Fig. 1: run 1, wire density map
18 x 18 tiles, from white (low) to dark blue (high), scaled to the fullest tile. Values are wire area over tile area, all layers added.
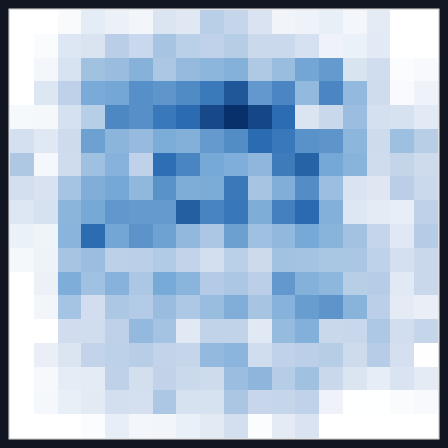
Fig. 2: run 1, placement view
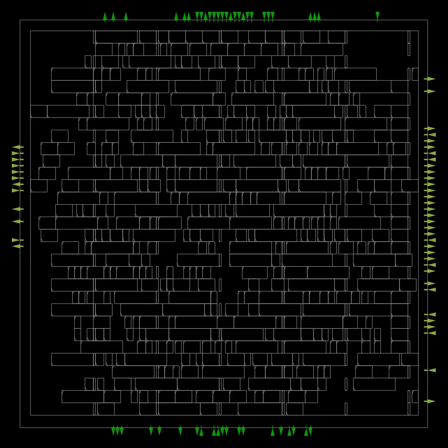
Fig. 3: run 1, wiring by layer
Two of the layers only.
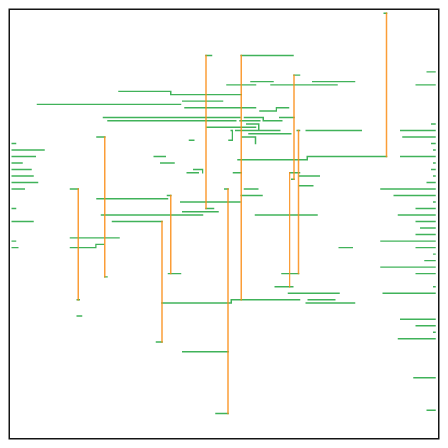
## src/rtl/rv32i_pkg.sv

```systemverilog
// Shared RV32I decode definitions: opcode/funct constants, ALU op encoding,
// the decoded-instruction bundle, and the combinational decode function.
package rv32i_pkg;

  localparam logic [6:0] OPC_LUI    = 7'b0110111;
  localparam logic [6:0] OPC_OP_IMM = 7'b0010011;
  localparam logic [6:0] OPC_OP     = 7'b0110011;
  localparam logic [2:0] F3_ADD     = 3'b000;
  localparam logic [6:0] F7_ADD     = 7'h00;
  localparam logic [6:0] F7_SUB     = 7'h20;

  typedef enum logic [3:0] {
    ALU_ADD = 4'b0000,
    ALU_SUB = 4'b0001
  } alu_op_e;

  typedef struct packed {
    logic        is_lui;
    logic        is_i_type;
    alu_op_e     alu_ops;
    logic [31:0] imm;
    logic [4:0]  rs1;
    logic [4:0]  rs2;
    logic [4:0]  rd;
    logic        illegal;
  } decoded_t;

  function automatic decoded_t decode(input logic [31:0] instr);
    decoded_t   d;
    logic [6:0] opc;
    logic [2:0] f3;
    logic [6:0] f7;
    opc = instr[6:0];
    f3  = instr[14:12];
    f7  = instr[31:25];
    d           = '0;
    d.alu_ops   = ALU_ADD;
    d.rs1       = instr[19:15];
    d.rs2       = instr[24:20];
    d.rd        = instr[11:7];
    if (opc == OPC_LUI) begin
      d.is_lui = 1'b1;
      d.imm    = {12'b0, instr[31:12]};
    end else if (opc == OPC_OP_IMM && f3 == F3_ADD) begin
      d.is_i_type = 1'b1;
      d.imm       = {{20{instr[31]}}, instr[31:20]};
    end else if (opc == OPC_OP && f3 == F3_ADD && f7 == F7_ADD) begin
      d.alu_ops = ALU_ADD;
    end else if (opc == OPC_OP && f3 == F3_ADD && f7 == F7_SUB) begin
      d.alu_ops = ALU_SUB;
    end else begin
      d.illegal = 1'b1;
      d.rd      = '0;
    end
    return d;
  endfunction

endpackage

```

## src/rtl/decode_skid.sv

```systemverilog
// Two-entry output/skid buffer for an arbitrary bundle type T.
// in_ready is registered and reflects a free skid slot.
module decode_skid #(
  parameter type T = logic [0:0]
) (
  input  logic clk,
  input  logic rst_n,
  input  logic flush,
  input  logic in_valid,
  output logic in_ready,
  input  T     in_data,
  output logic out_valid,
  input  logic out_ready,
  output T     out_data
);

  T     out_q, out_d;
  T     skid_q, skid_d;
  logic out_valid_q, out_valid_d;
  logic skid_valid_q, skid_valid_d;
  logic in_ready_q, in_ready_d;
  logic accept, pop;

  always_comb begin
    out_d        = out_q;
    out_valid_d  = out_valid_q;
    skid_d       = skid_q;
    skid_valid_d = skid_valid_q;
    accept       = in_valid && in_ready_q && !flush;
    pop          = out_valid_q && out_ready;
    if (flush) begin
      out_valid_d  = 1'b0;
      skid_valid_d = 1'b0;
    end else if (!out_valid_q || pop) begin
      // in_ready_q is low whenever skid holds data, so no input competes here
      if (skid_valid_q) begin
        out_d        = skid_q;
        out_valid_d  = 1'b1;
        skid_valid_d = 1'b0;
      end else begin
        out_valid_d = accept;
        if (accept) out_d = in_data;
      end
    end else if (accept) begin
      skid_d       = in_data;
      skid_valid_d = 1'b1;
    end
    in_ready_d = !skid_valid_d;
  end

  always_ff @(posedge clk or negedge rst_n) begin
    if (!rst_n) begin
      out_q        <= '0;
      skid_q       <= '0;
      out_valid_q  <= 1'b0;
      skid_valid_q <= 1'b0;
      in_ready_q   <= 1'b1;
    end else begin
      out_q        <= out_d;
      skid_q       <= skid_d;
      out_valid_q  <= out_valid_d;
      skid_valid_q <= skid_valid_d;
      in_ready_q   <= in_ready_d;
    end
  end

  assign in_ready  = in_ready_q;
  assign out_valid = out_valid_q;
  assign out_data  = out_q;

endmodule

```

## src/rtl/decode_stage.sv

```systemverilog
// RV32I decode stage (LUI/ADDI/ADD/SUB) with a registered 2-entry output buffer.
// Optional illegal-instruction counter enabled by DECODE_ILLEGAL_CNT_EN.
module decode_stage
  import rv32i_pkg::*;
#(
  parameter int ILLEGAL_CNT_W = 8
) (
  input  logic        clk,
  input  logic        rst_n,
  input  logic        flush,
  input  logic        in_valid,
  output logic        in_ready,
  input  logic [31:0] in_instr,
  output logic        out_valid,
  input  logic        out_ready,
  output logic        out_is_lui,
  output logic        out_is_i_type,
  output logic [3:0]  out_alu_ops,
  output logic [31:0] out_imm,
  output logic [4:0]  out_rs1,
  output logic [4:0]  out_rs2,
  output logic [4:0]  out_rd,
  output logic        out_illegal
`ifdef DECODE_ILLEGAL_CNT_EN
  ,
  output logic [ILLEGAL_CNT_W-1:0] illegal_cnt
`endif
);

  decoded_t dec;
  decoded_t out_bundle;

  always_comb dec = decode(in_instr);

  decode_skid #(.T(decoded_t)) u_skid (
    .clk       (clk),
    .rst_n     (rst_n),
    .flush     (flush),
    .in_valid  (in_valid),
    .in_ready  (in_ready),
    .in_data   (dec),
    .out_valid (out_valid),
    .out_ready (out_ready),
    .out_data  (out_bundle)
  );

  assign out_is_lui    = out_bundle.is_lui;
  assign out_is_i_type = out_bundle.is_i_type;
  assign out_alu_ops   = out_bundle.alu_ops;
  assign out_imm       = out_bundle.imm;
  assign out_rs1       = out_bundle.rs1;
  assign out_rs2       = out_bundle.rs2;
  assign out_rd        = out_bundle.rd;
  assign out_illegal   = out_bundle.illegal;

`ifdef DECODE_ILLEGAL_CNT_EN
  logic [ILLEGAL_CNT_W-1:0] illegal_cnt_q, illegal_cnt_d;
  logic                     accept;

  // Counter is independent of flush; only a genuinely accepted word counts.
  always_comb begin
    illegal_cnt_d = illegal_cnt_q;
    accept        = in_valid && in_ready && !flush;
    if (accept && dec.illegal && (illegal_cnt_q != '1))
      illegal_cnt_d = illegal_cnt_q + ILLEGAL_CNT_W'(1);
  end

  always_ff @(posedge clk or negedge rst_n) begin
    if (!rst_n) illegal_cnt_q <= '0;
    else        illegal_cnt_q <= illegal_cnt_d;
  end

  assign illegal_cnt = illegal_cnt_q;
`endif

endmodule

```

## config.mk

```make
export PLATFORM = sky130hd
export DESIGN_NAME = decode_stage
export DESIGN_NICKNAME = d
export VERILOG_FILES = /design/src/rtl/rv32i_pkg.sv /design/src/rtl/decode_skid.sv /design/src/rtl/decode_stage.sv
export SDC_FILE = /design/constraint.sdc
export NUM_CORES = 1
export LEC_CHECK = 0
export CORE_MARGIN = 2
export CORE_UTILIZATION = 52
export CTS_CLUSTER_DIAMETER = 100
export DETAILED_ROUTE_END_ITERATION = 7
export PLACE_DENSITY = 0.8
export SLEW_MARGIN = 40
export SYNTH_ARGS = -nofsm -noshare
export SYNTH_HDL_FRONTEND = slang
export SYNTH_SLANG_ARGS = --single-unit
```

## constraint.sdc

```tcl
create_clock -name clk -period 3.5 [get_ports clk]
set_input_delay 0.35 -clock clk [delete_from_list [all_inputs] [get_ports clk]]
set_output_delay 0.35 -clock clk [all_outputs]
set_load 0.02 [all_outputs]
```

==> notes.md, run 1 <==
Implementation numbers.

- The total number of multi-input combinational cells reads between 200 and 300.
- The type of the worst setup path reads in2reg.
- The startpoint kind of the worst setup timing path is a primary input.
- The latest clock arrival within the worst-skew pair reads roughly 350 ps.
- The cell area reported after detailed placement is 4670 sq um.
- The number of clock sinks seen by CTS reads approximately 83.
- The final-layout clock-cell area share is ~4.3%.
- The commonest cells after synthesis are 86 x sky130_fd_sc_hd__nand2_1, 82 x sky130_fd_sc_hd__dfrtp_1, 36 x sky130_fd_sc_hd__a21oi_1, 30 x sky130_fd_sc_hd__nor2_1, 28 x sky130_fd_sc_hd__o21ai_0.
- The total die size is approximately 8000 sq um.
- The setup TNS reads 0 ps.
- The switching power of the nets reads roughly 0.65 mW.
- The area taken by multi-input combinational cells is reported as between 1500 and 2000 sq um.
- Yosys reported that registers with async set or reset make up 100%.
- The count of buffers inserted at the top-level ports is approximately 89.
- The kind of cell with the highest combined delay on the critical path is simple AND/OR/NAND/NOR gates.
- The area of the mapped netlist reads around 3800 sq um.
- The die outline height reads about 89 um.
- The clock tree root driver cell is sky130_fd_sc_hd__clkbuf_8.
- The power in sequential cells reads ~1.1 mW.
- The initial antenna violation count is 0.
- The violation count after the first detailed-routing iteration reads ~230.
- Warnings raised by the tools during the run amount to 26.
- The via count of the first global-routing pass is about 3,400.
- Headroom to the max-slew limit came out at a little under three fifths.
- The main flop type after synthesis reads sky130_fd_sc_hd__dfrtp_1.
- TritonCTS created 9 clock buffers.
- The worst-case hold slack is just under 400 ps.
- Summed over all cells, the static leakage comes to about 2.1 nW.
- The met2 capacity usage during global routing is between 40% and 50%.
- The final weighted congestion in routability-driven placement reads 0.879.
- There are 83 flip-flops and latches.
- The count of buffers not belonging to the clock network in the layout reads slightly below 100.
- The net count of the finished layout is 510.
- Counting the clock-network buffers in the layout gives 13.
- The number of max-cap violations is 0.
- The length of routed met3 wiring reads roughly 680 um.
- The signal arrival time at the worst endpoint is between 2000 and 2500 ps.
- The final number of hold-violating endpoints is 0.
- The signal on the critical path passes through clkdlybuf4s50_1 -> or4_4 -> nor3_4 -> nand3_1 -> a21oi_1.
- Between clock sinks in the finished design, the worst skew comes to ~9.6 ps.
- The synthesized instance count is roughly 400.
- The required time at the worst endpoint is listed as ~3800 ps.
- The area of the core reads about 7200 sq um.
- By instance count after routing, the leading logic cell types are 88 x sky130_fd_sc_hd__clkdlybuf4s50_1, 86 x sky130_fd_sc_hd__nand2_1, 82 x sky130_fd_sc_hd__dfrtp_1.
- The yosys warning tally is 0.
- The run finished with clean final reports.
- After legalization and detailed placement, the total HPWL measured around 6500 um.
- The largest area contributor in the synthesized netlist reads sky130_fd_sc_hd__dfrtp_1.
- met1 track demand over resource after global routing is between 30% and 40%.
- According to the floorplan report, the die width is between 80 and 90 um.
- The net switching fraction of the power reads between 20 and 30%.
- The timing startpoint of the critical path reads in_instr[12].
- The post-layout worst setup margin is approximately 1300 ps.
- The global-route met3 utilization is around 5.4%.
- In this run the worst hold path is classified as in2async.
Notes on Fig. 1 above:
tiles over half the peak: 17%
fullest tile: 0.68
nearly empty tiles: 9.3%
mean over tiles: 0.20
emptiest ninth of the die: bottom left

Notes on Fig. 2 above:
fill cell count: 566
Finished Core Util: 68.6%

Notes on Fig. 3 above:
[metal 4] orange | wire length: 329 um
[metal 3] green | wire length: 678 um
mean routed wirelength per cell: 17.2 um
Overall Global Routing Usage: 26.1%
Total Routed Length: 9920 um
routed via count: 3,377

## Run 2: what changed since run 1
--- a/config.mk
+++ b/config.mk
@@ -6,10 +6,10 @@
 export NUM_CORES = 1
 export LEC_CHECK = 0
 export CORE_MARGIN = 2
-export CORE_UTILIZATION = 52
+export CORE_UTILIZATION = 45
 export CTS_CLUSTER_DIAMETER = 100
 export DETAILED_ROUTE_END_ITERATION = 7
-export PLACE_DENSITY = 0.8
+export PLACE_DENSITY = 0.73
 export SLEW_MARGIN = 40
 export SYNTH_ARGS = -nofsm -noshare
 export SYNTH_HDL_FRONTEND = slang
==> constraint.sdc (replaced) <==
create_clock -name clk -period 1.9 [get_ports clk]
set_input_delay 0.19 -clock clk [delete_from_list [all_inputs] [get_ports clk]]
set_output_delay 0.19 -clock clk [all_outputs]
set_load 0.02 [all_outputs]
Fig. 4: run 2, wire density map
19 x 19 tiles, from white (low) to dark blue (high), scaled to the fullest tile. Values are wire area over tile area, all layers added.
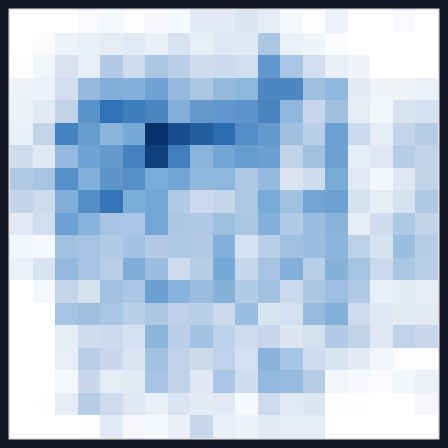
nearly empty tiles: 12%
tiles over half the peak: 13%
fullest tile: 0.67
mean over tiles: 0.18
Overall Global Routing Usage: 22.5%
mean routed wirelength per cell: 16.2 um
Total Routed Length: 9910 um

==> notes.md, run 2 <==
Implementation numbers.

- The run finished with clean final reports.
- The area of the core reads roughly 8200 sq um.
- The synthesized design spends more area on one cell type than any other, namely sky130_fd_sc_hd__dfrtp_1.
- The signal arrival time at the worst endpoint reads approximately 1600 ps.
- The timing startpoint of the critical path is u_skid.out_data[46].
- The leakage power summed over all cells reads roughly 2.2 nW.
- The worst-case hold slack is 341 ps.
- The setup TNS is 0 ps.
- The count of buffers not belonging to the clock network in the layout is about 130.
- Net switching is a little over a quarter of the power.
- The root buffer cell chosen for the clock tree is sky130_fd_sc_hd__clkbuf_8.
- The area of the mapped netlist is roughly 3800 sq um.
- The via count is approximately 3,400.
- The initial antenna violation count came to 0.
- The count of buffers inserted at the top-level ports is 89.
- The number of max-cap violations is 0.
- ~280 cells are multi-input combinational gates.
- The power in sequential cells reads slightly above 2 mW.
- The post-placement cell area is between 4000 and 5000 sq um.
- The horizontal extent of the die reads 95.8 um.
- The number of clock buffers inserted by TritonCTS is 9.
- The kind of cell with the highest combined delay on the critical path is buffers and inverters.
- On met3, the global router reports a usage of between 4 and 5%.
- The OpenROAD report gives the critical path a required time of between 1500 and 2000 ps.
- The report lists the cells along the critical path as clkdlybuf4s50_1.
- The share of the core filled with cells reads ~64%.
- The type recorded for the worst min-delay path is in2async.
- The final-layout clock-cell area share is about 5.3%.
- The total die size is roughly 9200 sq um.
- The die outline height reads ~96 um.
- The yosys warning tally is 0.
- By count the netlist is led by 86 x sky130_fd_sc_hd__nand2_1, 82 x sky130_fd_sc_hd__dfrtp_1, 36 x sky130_fd_sc_hd__a21oi_1, 30 x sky130_fd_sc_hd__nor2_1, 28 x sky130_fd_sc_hd__o21ai_0.
- The multi-input combinational cells in the finished layout cover a total of between 1500 and 2000 sq um.
- The number of sequential cells is slightly above 80.
- The switching power of the nets is approximately 1.2 mW.
- The via count of the first global-routing pass was around 3,200.
- The number of clock sinks seen by CTS reads 83.
Fig. 5: run 2, the metal 2 layer
Scale bar: 20 um.
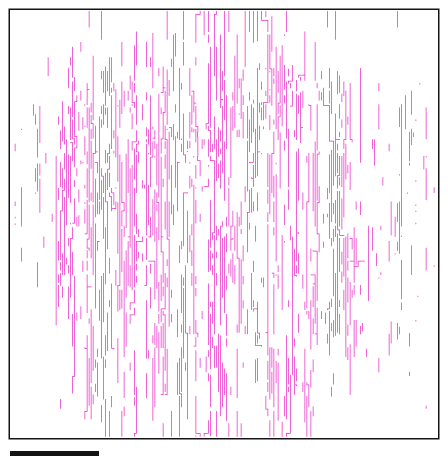
wire length on this layer: 4,720 um
main direction: vertical
nets with wire on the layer: 462
share of all routed wire: 48%
longest straight run: 37.7 um

Power is estimated from default activity; no workload was simulated.
